==> run_1/pdn.png <==
Scale: 6 px per um. Pins as bars on the die edge.
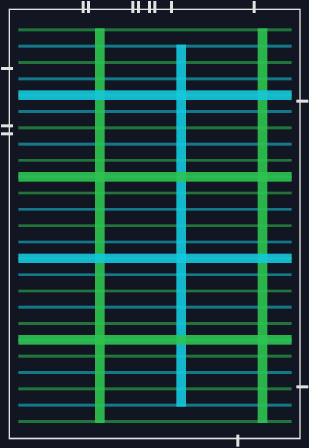
==> run_1/cell_classes.png <==
Scale: 4 px per um. Fill, decap, tap and diode cells in grey.
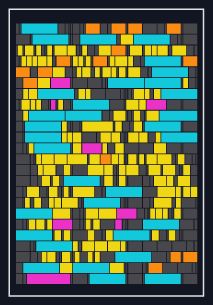
==> run_1/clock_map.png <==
Scale: 8 px per um.
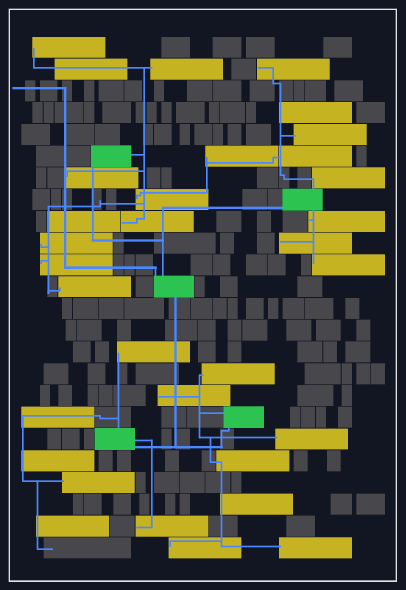
==> run_1/metal_stack.png <==
Scale: 6 px per um. Only two layers are drawn.
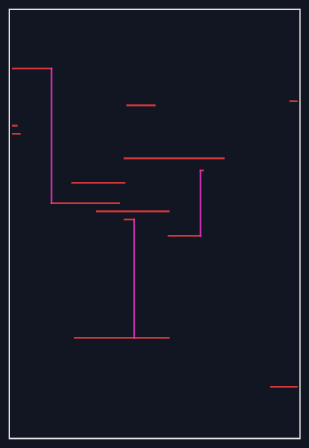
--- src/rtl/uart_tx_pkg.sv ---
// Shared UART definitions: FSM state encodings, default line settings and
// the bit-period computation used by both the transmitter and the receiver.
package uart_tx_pkg;

    localparam int DEF_CLK_FREQ = 50_000_000;
    localparam int DEF_BAUD     = 9600;

    localparam logic [2:0] S_IDLE   = 3'd0;
    localparam logic [2:0] S_START  = 3'd1;
    localparam logic [2:0] S_DATA   = 3'd2;
    localparam logic [2:0] S_PARITY = 3'd3;
    localparam logic [2:0] S_STOP   = 3'd4;

    // Clock cycles per serial bit (integer divide, truncating).
    function automatic int clks_per_bit(input int clk_freq, input int baud);
        return clk_freq / baud;
    endfunction

endpackage

--- src/rtl/uart_tx_if.sv ---
// Handshake bundle between a byte producer and the UART transmitter.
interface uart_tx_if #(
    parameter int DATA_BITS = 8
);
    logic                 tx_start;
    logic [DATA_BITS-1:0] Data;
    logic                 Tx;
    logic                 busy;
    logic                 finish;

    modport master (
        output tx_start,
        output Data,
        input  Tx,
        input  busy,
        input  finish
    );

    modport slave (
        input  tx_start,
        input  Data,
        output Tx,
        output busy,
        output finish
    );
endinterface

--- src/rtl/uart_tx_baud_gen.sv ---
// Bit-period counter: counts 0..CLKS_PER_BIT-1 while enabled and flags the
// last cycle of each period. Also usable as the 16x oversampling tick source
// on the receive side.
module uart_tx_baud_gen #(
    parameter int CLKS_PER_BIT = 16
) (
    input  logic clk,
    input  logic rst_n,
    input  logic en,
    input  logic clr,
    output logic bit_end
);

    localparam int CNT_W = (CLKS_PER_BIT > 1) ? $clog2(CLKS_PER_BIT) : 1;
    localparam logic [CNT_W-1:0] CNT_LAST = CNT_W'(CLKS_PER_BIT - 1);

    logic [CNT_W-1:0] cnt;

    assign bit_end = en && (cnt == CNT_LAST);

    // Period counter: cleared on request, wraps to zero at each bit boundary.
    always_ff @(posedge clk or negedge rst_n) begin
        if (!rst_n) begin
            cnt <= '0;
        end else if (clr) begin
            cnt <= '0;
        end else if (en) begin
            cnt <= bit_end ? '0 : cnt + CNT_W'(1);
        end
    end

endmodule

--- src/rtl/uart_tx.sv ---
// UART transmitter: start bit, DATA_BITS data bits LSB first, optional
// parity, STOP_BITS stop bits. The line is a registered copy of the bit the
// FSM is currently in, so Tx trails the state by one clock and never glitches.
module uart_tx
    import uart_tx_pkg::*;
#(
    parameter int CLK_FREQ   = DEF_CLK_FREQ,
    parameter int BAUD       = DEF_BAUD,
    parameter int DATA_BITS  = 8,
    parameter int PARITY_EN  = 0,
    parameter int PARITY_ODD = 0,
    parameter int STOP_BITS  = 1
) (
    input  logic      clk,
    input  logic      rst_n,
    uart_tx_if.slave  bus
);

    localparam int CLKS_PER_BIT = clks_per_bit(CLK_FREQ, BAUD);
    localparam logic [3:0] LAST_DATA = 4'(DATA_BITS - 1);
    localparam logic [3:0] LAST_STOP = 4'(STOP_BITS - 1);

    logic [2:0]           state;
    logic [2:0]           state_nxt;
    logic [DATA_BITS-1:0] shreg;
    logic [3:0]           bidx;
    logic                 par_bit;
    logic                 tx_r;
    logic                 tx_nxt;
    logic                 busy_r;
    logic                 fin_r;
    logic                 bit_end;
    logic                 accept;
    logic                 last_data;
    logic                 last_stop;

    function automatic logic parity_of(input logic [DATA_BITS-1:0] d);
        return (PARITY_ODD != 0) ? ~^d : ^d;
    endfunction

    assign accept    = (state == S_IDLE) && bus.tx_start;
    assign last_data = (bidx == LAST_DATA);
    assign last_stop = (bidx == LAST_STOP);

    uart_tx_baud_gen #(
        .CLKS_PER_BIT (CLKS_PER_BIT)
    ) u_baud (
        .clk     (clk),
        .rst_n   (rst_n),
        .en      (state != S_IDLE),
        .clr     (state == S_IDLE),
        .bit_end (bit_end)
    );

    // Frame sequencing; every non-idle state advances only on a bit boundary.
    always_comb begin
        state_nxt = state;
        case (state)
            S_IDLE:   if (bus.tx_start) state_nxt = S_START;
            S_START:  if (bit_end) state_nxt = S_DATA;
            S_DATA:   if (bit_end && last_data)
                          state_nxt = (PARITY_EN != 0) ? S_PARITY : S_STOP;
            S_PARITY: if (bit_end) state_nxt = S_STOP;
            S_STOP:   if (bit_end && last_stop) state_nxt = S_IDLE;
            default:  state_nxt = S_IDLE;
        endcase
    end

    // Line level for the bit the FSM is currently serialising.
    always_comb begin
        tx_nxt = 1'b1;
        case (state)
            S_START:  tx_nxt = 1'b0;
            S_DATA:   tx_nxt = shreg[0];
            S_PARITY: tx_nxt = par_bit;
            default:  tx_nxt = 1'b1;
        endcase
    end

    // State register.
    always_ff @(posedge clk or negedge rst_n) begin
        if (!rst_n) begin
            state <= S_IDLE;
        end else begin
            state <= state_nxt;
        end
    end

    // Byte capture with parity, then shift one data bit out per bit period.
    always_ff @(posedge clk or negedge rst_n) begin
        if (!rst_n) begin
            shreg   <= '0;
            par_bit <= 1'b0;
        end else if (accept) begin
            shreg   <= bus.Data;
            par_bit <= parity_of(bus.Data);
        end else if ((state == S_DATA) && bit_end) begin
            shreg   <= shreg >> 1;
        end
    end

    // Bit index, reused for data bits and then for stop bits.
    always_ff @(posedge clk or negedge rst_n) begin
        if (!rst_n) begin
            bidx <= '0;
        end else if (state == S_IDLE) begin
            bidx <= '0;
        end else if (bit_end && (state == S_DATA || state == S_STOP)) begin
            if ((state == S_DATA && last_data) || (state == S_STOP && last_stop)) begin
                bidx <= '0;
            end else begin
                bidx <= bidx + 4'd1;
            end
        end
    end

    // Output registers: line, busy window and end-of-frame pulse.
    always_ff @(posedge clk or negedge rst_n) begin
        if (!rst_n) begin
            tx_r   <= 1'b1;
            busy_r <= 1'b0;
            fin_r  <= 1'b0;
        end else begin
            tx_r   <= tx_nxt;
            busy_r <= (state_nxt != S_IDLE);
            fin_r  <= (state == S_STOP) && bit_end && last_stop;
        end
    end

    assign bus.Tx     = tx_r;
    assign bus.busy   = busy_r;
    assign bus.finish = fin_r;

endmodule
--- src/flat_wrapper.sv ---
// flat-port wrapper written by rule: the top's interface ports become plain ports
module uart_tx_flat import uart_tx_pkg::*;
#(
    parameter int CLK_FREQ   = DEF_CLK_FREQ,
    parameter int BAUD       = DEF_BAUD,
    parameter int DATA_BITS  = 8,
    parameter int PARITY_EN  = 0,
    parameter int PARITY_ODD = 0,
    parameter int STOP_BITS  = 1
)
  (clk, rst_n, bus_tx_start, bus_Data, bus_Tx, bus_busy, bus_finish);
  uart_tx_if #(.DATA_BITS(DATA_BITS)) bus_i ();
  input  logic clk;
  input  logic rst_n;
  input wire logic [$bits(bus_i.tx_start)-1:0] bus_tx_start;
  input wire logic [$bits(bus_i.Data)-1:0] bus_Data;
  output wire logic [$bits(bus_i.Tx)-1:0] bus_Tx;
  output wire logic [$bits(bus_i.busy)-1:0] bus_busy;
  output wire logic [$bits(bus_i.finish)-1:0] bus_finish;
  assign bus_i.tx_start = bus_tx_start;
  assign bus_i.Data = bus_Data;
  assign bus_Tx = bus_i.Tx;
  assign bus_busy = bus_i.busy;
  assign bus_finish = bus_i.finish;
  uart_tx #(.CLK_FREQ(CLK_FREQ), .BAUD(BAUD), .DATA_BITS(DATA_BITS), .PARITY_EN(PARITY_EN), .PARITY_ODD(PARITY_ODD), .STOP_BITS(STOP_BITS)) u_core (.clk(clk), .rst_n(rst_n), .bus(bus_i));
endmodule
--- config.mk ---
export PLATFORM = sky130hd
export DESIGN_NAME = uart_tx_flat
export DESIGN_NICKNAME = d
export VERILOG_FILES = /design/src/rtl/uart_tx_pkg.sv /design/src/rtl/uart_tx_if.sv /design/src/rtl/uart_tx_baud_gen.sv /design/src/rtl/uart_tx.sv /design/src/flat_wrapper.sv
export SDC_FILE = /design/constraint.sdc
export NUM_CORES = 1
export LEC_CHECK = 0
export ABC_CLOCK_PERIOD_IN_PS = 2500
export CAP_MARGIN = 20
export CORE_ASPECT_RATIO = 1.5
export CORE_MARGIN = 1
export CORE_UTILIZATION = 54
export CTS_CLUSTER_SIZE = 14
export DETAILED_ROUTE_END_ITERATION = 6
export PLACE_DENSITY_LB_ADDON = 0.1
export SKIP_LAST_GASP = 1
export SYNTH_ARGS = -nofsm -noshare
export SYNTH_HDL_FRONTEND = slang
export SYNTH_SLANG_ARGS = --single-unit
export TNS_END_PERCENT = 100
--- constraint.sdc ---
create_clock -name clk -period 2.5 [get_ports clk]
set_input_delay 0.375 -clock clk [delete_from_list [all_inputs] [get_ports clk]]
set_output_delay 0.375 -clock clk [all_outputs]
set_load 0.05 [all_outputs]
==> commit_impl_results.txt, run 1 <==
Record implementation results from latest flow run

- Seq cells post-synth: 32
- Worst slack after detailed placement: 314.4 ps
- Power per unit of standard cell area: between 500 and 600 nW/um^2
* Final Total Pwr: 0.001051 W
* Most area-hungry cell class in the final design: multi-input combinational cells
- Leaving out fill and tap cells, the most frequent cell in the layout is dfrtp_1.
- DRC Markers: 0
* Area post-placement: 1886 sq um
- The detail route stage leaves a number of antenna-violating nets equal to 0.
- CTS sink cnt: 32
* Worst min-delay path class: input port to async pin
- The cell-mix breakdown from Yosys lists the adder-cell area share as under 10%.
- The OpenROAD report gives the critical path a data arrival time of 2350 ps.
- Type of the worst setup path: register to register
* Nature of the critical path startpoint: register
- Cell breakdown of the critical path: ha_1 > and4b_1 > a41oi_1 > or3b_1 > o311ai_0
* Number of instances in the placed design: around 230
- Number of antenna violations at the first check in global routing: 0
- Run status: completed
- Multi-input comb cells: about 140
- Global routing met2 resource utilization: 39.41%
* Highest clock frequency the design can meet: between 0.4 and 0.5 GHz
- Global placer's final weighted congestion: roughly 0.83
-- pdn.png (at the start) --
| net | colour |
|---|---|
| VSS | green |
| VDD | cyan |
met5 straps: 4
met4 straps: 3
signal pins: 14
area of the core: 2973 sq um
Horiz. Die Dim: 48.21 um
peak ir drop on the vdd network: 0.0006502 V
die boundary height: 71.31 um

-- cell_classes.png (at the start) --
| class | colour | cells | share of their area |
|---|---|---|---|
| all other logic | yellow | 144 | 46% |
| other buffers and delay cells | orange | 15 | 7.5% |
| clock drivers and dummy loads | magenta | 8 | 5.5% |
| flops | cyan | 32 | 41% |
Non-Filler Cell Area, Final: 1993 sq um
post-route core utilization: 67.05%
Seq area share: 40.24%
std cell rows: 24

-- clock_map.png (at the start) --
[clock wires] blue | length: 400 um
[cells driving clock nets] green | count: 5
[flip-flops] yellow | count: 32
routed clock nets: 6
part of the total power dissipated in the clock network: 46.1%
Skew-Pair Late Insertion Delay: 290 ps

-- metal_stack.png (at the start) --
| layer | colour | wire length |
|---|---|---|
| met3 | red | 89.6 um |
| met4 | magenta | 53.0 um |
WL per Instance: 15.17 um
number of vias after detailed routing: 1,426
sum of routed wire length over all layers: 3610 um
aggregate global-route resource usage: 24.55%

==> inputs of run 2 (changes only) <==
- CORE_MARGIN: 1 -> unset
- CTS_BUF_LIST: unset -> sky130_fd_sc_hd__clkbuf_8
==> run_2/final_placement.png <==
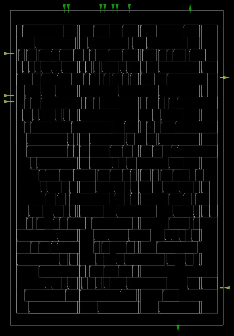
layout filler cell count: 244
count of sequential standard cells: 32
inserted tap cell count: 39

==> commit_impl_results.txt, run 2 <==
Record implementation results from latest flow run

- Summing the areas of all and, or, nand and nor instances in the mapped netlist gives 27.28% of the synthesized area.
* Multi-input comb cells: 137
- Std cell rows: 24
- Buffer cell driving the clock tree root: clkbuf_8
* Area post-placement: 1886 sq um
- In this run, synthesis inferred 0 flip-flops with an integrated enable.
* Most frequently placed logic cell in the final layout: dfrtp_1
- In the Yosys report the total cell count is 183.
- Seq area share: between 40 and 50%
- The class occupying the most area after layout is reported as multi-input combinational cells.
* Worst slack after detailed placement: 314.4 ps
- Clock skew on the completed layout was measured at 5.894 ps.
- After layout, the design draws a total of 0.001047 W.
- Cell breakdown of the critical path: ha_1 > and4b_1 > a41oi_1 > or3b_1 > o311ai_0
- Dividing the synthesized area by the synthesized cell count gives about 9.4 sq um.
- Skew-Pair Late Insertion Delay: a little under 300 ps
- Mux area share: 0.6512%
- STA classifies the critical path startpoint as a register.
- Once synthesis finished, the tally of register bits stood at 32.
* Worst min-delay path class: input port to async pin
- The highest supply drop recorded on VDD is ~0.00065 V.
- For this run, the share of the core covered by cells in the final layout is 67.05%.
- Summing over every cut layer, the via total after detailed routing is 1,426.
* Run status: completed
- According to the floorplan report, the die width is around 48 um.
- According to the floorplan report, the placeable core area is 2973 sq um.
- Global placer's final weighted congestion: between 0.8 and 0.9
- Entering global routing, the biggest net connects 33 pins.
- Data on the critical path arrives at its endpoint at 2350 ps.
* Die boundary height: 71.31 um
- In the finished design, the share of the clock period the worst path needs comes to 88.62%.
- Most crowded layer after global routing: met2
* Number of instances in the placed design: 230
- Part of the total power dissipated in the clock network: 45.8%
- Layout non-clock buf frac: 7.282%
* Highest clock frequency the design can meet: ~0.45 GHz
* Number of antenna violations at the first check in global routing: 0
- In this run the power density over the cells is between 500 and 600 nW/um^2.
- Of the total synthesized cell area, the portion taken by full adders, half adders and majority gates is under 10%.
- Global routing met2 resource utilization: 39.41%
* Type of the worst setup path: register to register
- The clock drives 32 sinks.
- Chip area: approximately 3400 sq um
- Aggregate global-route resource usage: between 20 and 25%
- DRC Markers: 0
* Non-Filler Cell Area, Final: between 1500 and 2000 sq um
- Cell count after synthesis: between 150 and 200
* Number of nets with antenna violations after detailed routing: 0
==> run_2/metal_stack.png <==
Scale: 6 px per um. Only two layers are drawn.
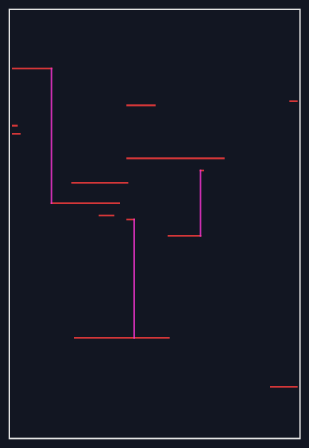
| layer | colour | wire length |
|---|---|---|
| met4 | magenta | 53.0 um |
| met3 | red | 79.5 um |
sum of routed wire length over all layers: 3606 um
WL per Instance: 15.15 um

Power figures rest on the tool's default switching activity, not on a simulated workload.
